===== config.mk =====
export PLATFORM = sky130hd
export DESIGN_NAME = road_obstacle_spawner
export DESIGN_NICKNAME = d
export VERILOG_FILES = /design/src/rtl/road_pkg.sv /design/src/rtl/free_slot_finder.sv /design/src/rtl/road_obstacle_spawner.sv
export SDC_FILE = /design/constraint.sdc
export NUM_CORES = 1
export LEC_CHECK = 0
export CAP_MARGIN = 20
export CORE_MARGIN = 1
export CORE_UTILIZATION = 40
export DETAILED_ROUTE_END_ITERATION = 8
export PLACE_DENSITY = 0.72
export SYNTH_ARGS = -nofsm -noshare
export SYNTH_HDL_FRONTEND = slang
export SYNTH_SLANG_ARGS = --single-unit

===== constraint.sdc =====
create_clock -name clk -period 7.5 [get_ports clk]
set_input_delay 0.75 -clock clk [delete_from_list [all_inputs] [get_ports clk]]
set_output_delay 0.75 -clock clk [all_outputs]
set_load 0.01 [all_outputs]

===== src/rtl/road_pkg.sv =====
// Shared types and widths for the road obstacle spawner slice.
package road_pkg;

    localparam int unsigned COORD_W = 11;
    localparam int unsigned RAND_W  = 6;

    typedef enum logic [1:0] {
        IDLE,
        REQ,
        WAIT,
        PLACE
    } spawn_state_t;

    typedef struct packed {
        logic               active;
        logic [COORD_W-1:0] x;
        logic [COORD_W-1:0] y;
    } obstacle_t;

endpackage


===== src/rtl/free_slot_finder.sv =====
// Combinational priority encoder: lowest-index slot whose active flag is clear.
module free_slot_finder #(
    parameter int unsigned NUM_SLOTS = 4,
    parameter int unsigned IDX_W     = (NUM_SLOTS > 1) ? $clog2(NUM_SLOTS) : 1
) (
    input  logic [NUM_SLOTS-1:0] active,
    output logic [IDX_W-1:0]     free_idx,
    output logic                 found
);

    // Scan from the top down so the last hit (lowest index) wins.
    always_comb begin
        found    = 1'b0;
        free_idx = '0;
        for (int i = NUM_SLOTS - 1; i >= 0; i--) begin
            if (!active[i]) begin
                found    = 1'b1;
                free_idx = IDX_W'(i);
            end
        end
    end

endmodule


===== src/rtl/road_obstacle_spawner.sv =====
// Spawns obstacles from the road RNG into a slot pool and scrolls them once per frame.
// Optional SPAWN_DROP_CNT_EN adds a saturating drop_cnt output counting spawns lost to a full pool.
module road_obstacle_spawner
    import road_pkg::*;
#(
    parameter int unsigned NUM_SLOTS    = 4,
    parameter int unsigned SPAWN_FRAMES = 60,
    parameter int unsigned ROAD_LEFT    = 192,
    parameter int unsigned X_SHIFT      = 2,
    parameter int unsigned SPAWN_Y      = 0,
    parameter int unsigned SCREEN_H     = 480
) (
    input  logic                         clk,
    input  logic                         resetN,
    input  logic                         startOfFrame,
    input  logic                         game_on,
    input  logic [3:0]                   speed,
    input  logic [RAND_W-1:0]            rand_val,
    input  logic [NUM_SLOTS-1:0]         clear_slot,
    output logic                         rand_req,
    output logic [NUM_SLOTS-1:0]         obj_active,
`ifdef SPAWN_DROP_CNT_EN
    output logic [7:0]                   drop_cnt,
`endif
    output logic [NUM_SLOTS*COORD_W-1:0] obj_x,
    output logic [NUM_SLOTS*COORD_W-1:0] obj_y
);

    localparam int unsigned CNT_W = ($clog2(SPAWN_FRAMES) > 6) ? $clog2(SPAWN_FRAMES) : 6;
    localparam int unsigned IDX_W = (NUM_SLOTS > 1) ? $clog2(NUM_SLOTS) : 1;

    logic [CNT_W-1:0]   frame_cnt_q, frame_cnt_d;
    spawn_state_t       state_q, state_d;
    logic               rand_req_q, rand_req_d;
    obstacle_t          slot_q [NUM_SLOTS];
    obstacle_t          slot_d [NUM_SLOTS];
    logic [COORD_W:0]   y_next [NUM_SLOTS];
    logic               frame_tick;
    logic               spawn_due;
    logic [IDX_W-1:0]   free_idx;
    logic               free_found;
    logic [COORD_W-1:0] spawn_x;

    assign frame_tick = startOfFrame & game_on;
    assign spawn_due  = frame_tick && (frame_cnt_q == CNT_W'(SPAWN_FRAMES - 1));
    assign spawn_x    = COORD_W'(ROAD_LEFT) + (COORD_W'(rand_val) << X_SHIFT);

    always_comb begin
        frame_cnt_d = frame_cnt_q;
        if (frame_tick) begin
            frame_cnt_d = spawn_due ? '0 : frame_cnt_q + 1'b1;
        end
    end

    always_comb begin
        state_d = state_q;
        unique case (state_q)
            IDLE:    if (spawn_due) state_d = REQ;
            REQ:     state_d = WAIT;
            WAIT:    state_d = PLACE;
            PLACE:   state_d = IDLE;
            default: state_d = IDLE;
        endcase
        // Registered so the generator sees a glitch-free one-cycle pulse.
        rand_req_d = (state_d == REQ);
    end

    free_slot_finder #(
        .NUM_SLOTS (NUM_SLOTS),
        .IDX_W     (IDX_W)
    ) u_free_slot_finder (
        .active   (obj_active),
        .free_idx (free_idx),
        .found    (free_found)
    );

    always_comb begin
        for (int i = 0; i < NUM_SLOTS; i++) begin
            slot_d[i] = slot_q[i];
            y_next[i] = {1'b0, slot_q[i].y} + (COORD_W + 1)'(speed);
            if (slot_q[i].active) begin
                if (clear_slot[i]) begin
                    slot_d[i].active = 1'b0;
                end else if (frame_tick) begin
                    if (y_next[i] >= (COORD_W + 1)'(SCREEN_H)) begin
                        slot_d[i].active = 1'b0;
                    end else begin
                        slot_d[i].y = y_next[i][COORD_W-1:0];
                    end
                end
            end
        end
        // The chosen slot is inactive, so it was untouched by scroll/clear above.
        if ((state_q == PLACE) && free_found) begin
            slot_d[free_idx] = '{active: 1'b1, x: spawn_x, y: COORD_W'(SPAWN_Y)};
        end
    end

    always_comb begin
        obj_active = '0;
        obj_x      = '0;
        obj_y      = '0;
        for (int i = 0; i < NUM_SLOTS; i++) begin
            obj_active[i]                 = slot_q[i].active;
            obj_x[i*COORD_W +: COORD_W]   = slot_q[i].x;
            obj_y[i*COORD_W +: COORD_W]   = slot_q[i].y;
        end
    end

    assign rand_req = rand_req_q;

    always_ff @(posedge clk or negedge resetN) begin
        if (!resetN) begin
            frame_cnt_q <= '0;
            state_q     <= IDLE;
            rand_req_q  <= 1'b0;
            for (int i = 0; i < NUM_SLOTS; i++) begin
                slot_q[i] <= '0;
            end
        end else begin
            frame_cnt_q <= frame_cnt_d;
            state_q     <= state_d;
            rand_req_q  <= rand_req_d;
            for (int i = 0; i < NUM_SLOTS; i++) begin
                slot_q[i] <= slot_d[i];
            end
        end
    end

`ifdef SPAWN_DROP_CNT_EN
    logic [7:0] drop_cnt_q, drop_cnt_d;

    always_comb begin
        drop_cnt_d = drop_cnt_q;
        if ((state_q == PLACE) && !free_found && (drop_cnt_q != 8'hFF)) begin
            drop_cnt_d = drop_cnt_q + 1'b1;
        end
    end

    always_ff @(posedge clk or negedge resetN) begin
        if (!resetN) begin
            drop_cnt_q <= '0;
        end else begin
            drop_cnt_q <= drop_cnt_d;
        end
    end

    assign drop_cnt = drop_cnt_q;
`endif

endmodule

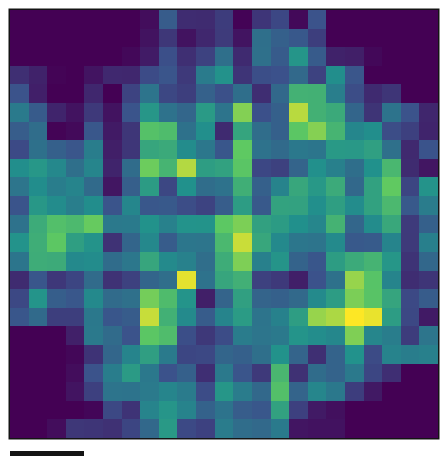
(wire density map)
The bar under the picture is 20 microns long. 23 x 23 tiles, from dark purple (low) to yellow (high), scaled to the fullest tile. Values are wire area over tile area, all layers added.
mean over tiles: 0.16
emptiest ninth of the die: upper left
tiles over half the peak: 21%
via count: 4332
drt wl/cell: 16.8 microns
GRT Util Overall: 21.1%
Post-Route WL: 13500 microns

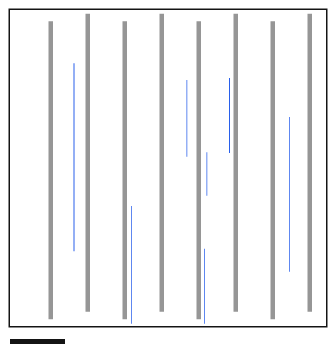
(met4 routing)
The bar under the picture is 20 microns long. Supply wires on this layer in grey.
main direction: vertical
wire length on this layer: 266 microns
share of all routed wire: 2.0%

==> flow_summary.toml <==
# synthesis and place-and-route metrics
[cts]
cts_tree = "done"
hold_buffers = 0
insertion_delay_ps = 350
cts-resized-gates = 0
htree_levels = 3

[logic_synthesis]
synth_stat.cells = 519
synthArstFlopShare_pct = 100
top_cells_by_count = "102 x nand2_1, 101 x dfrtp_1, 26 x mux2i_1, 23 x and2_1, 22 x a21oi_1"
synth_cell_types = 58
topCellsByArea = "dfrtp_1 49%, nand2_1 7.4%, ha_1 5.1%"

[setup_path]
path_class = "in2reg"
start_kind = "input pin"

[routing]
viasPerCell = 5.38
m1WireLength_microns = 5960
top_layer_used = "met4"
dr.first_iter.drc_count = 268
wl_met3_microns = 702
drtAntennaViolNets = 0

[layout]
final.fill_count = 1145

[run_status]
status = "finished clean"

[global_route]
antenna_found_initial = 0
grt_first_pass_wirelength_microns = 21600

[power_and_ir_drop]
seqPwrFrac_pct = 43.7
p_sw_share_pct = 32.5

[worst_hold_path]
hp-class = "in2async"
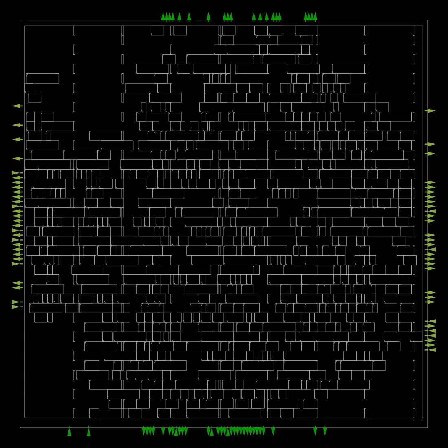
(placed standard cells)
register share of the cell area: 37.4%
Tap Count: 172
post-layout util: 53.5%
Core Region: 0.0126 sq mm
number of cell rows: 41

## stage by stage
stage | power [mW] | setup WS (ps)
detailed placement | 1.14 | 3520
global route | 1.65 | 3710
global placement | 1.12 | 3680
floorplan | 0.939 | 4510
finish | 1.56 | 3810
CTS | 1.57 | 3860
## metal layers
layer | track usage (%) | vias to the layer above
li1 | - | 2055
met1 | 27.0 | 2145
met2 | 35.0 | 114
met3 | 4.39 | 18
met4 | 8.21 | 0
met5 | 0 | -
## worst max path at each step
| stage | from | to | slack (ps) | cells past startpoint |
|---|---|---|---|---|
| 6_report | speed[0] | obj_y[12] | 3810 | 9 |
| 2_1_floorplan | speed[0] | obj_y[41] | 4510 | 8 |
| 3_3_place_gp | speed[1] | obj_y[12] | 3680 | 8 |
| 4_1_cts | speed[0] | obj_y[12] | 3860 | 9 |
| 5_1_grt | speed[1] | obj_y[12] | 3710 | 8 |
| 3_5_place_dp | speed[1] | obj_y[12] | 3520 | 8 |
## critical path: stages
cell,delay [ps]
clkdlybuf4s50_1,600
ha_1,350
fa_1,420
a21o_1,190
a21oi_2,250
mux2_1,360
a41oi_1,370
and3_1,410
mux2i_1,260
## layout make-up
class | count | area [sq um] | area share (%)
inverter | 13 | 48.8 | 0.723
clock buffer | 10 | 229 | 3.39
clock inverter | 4 | 27.5 | 0.408
multi-input combinational | 392 | 2560 | 38.0
tap | 172 | 215 | 3.19
timing repair buffer | 113 | 1140 | 16.9
sequential | 101 | 2530 | 37.4
## cell usage in the layout, fill, tap and decap left out, types with 13 or more instances in the layout
master and instances:
nand3_1 13, mux2i_1 26, clkdlybuf4s50_1 109, o21ai_0 20
nor2_1 18, dfrtp_1 101, and2_1 23, nand2_1 102
inv_1 13, a21oi_1 22, ha_1 21
No activity file was given, so power comes from the tool's default toggle rates.
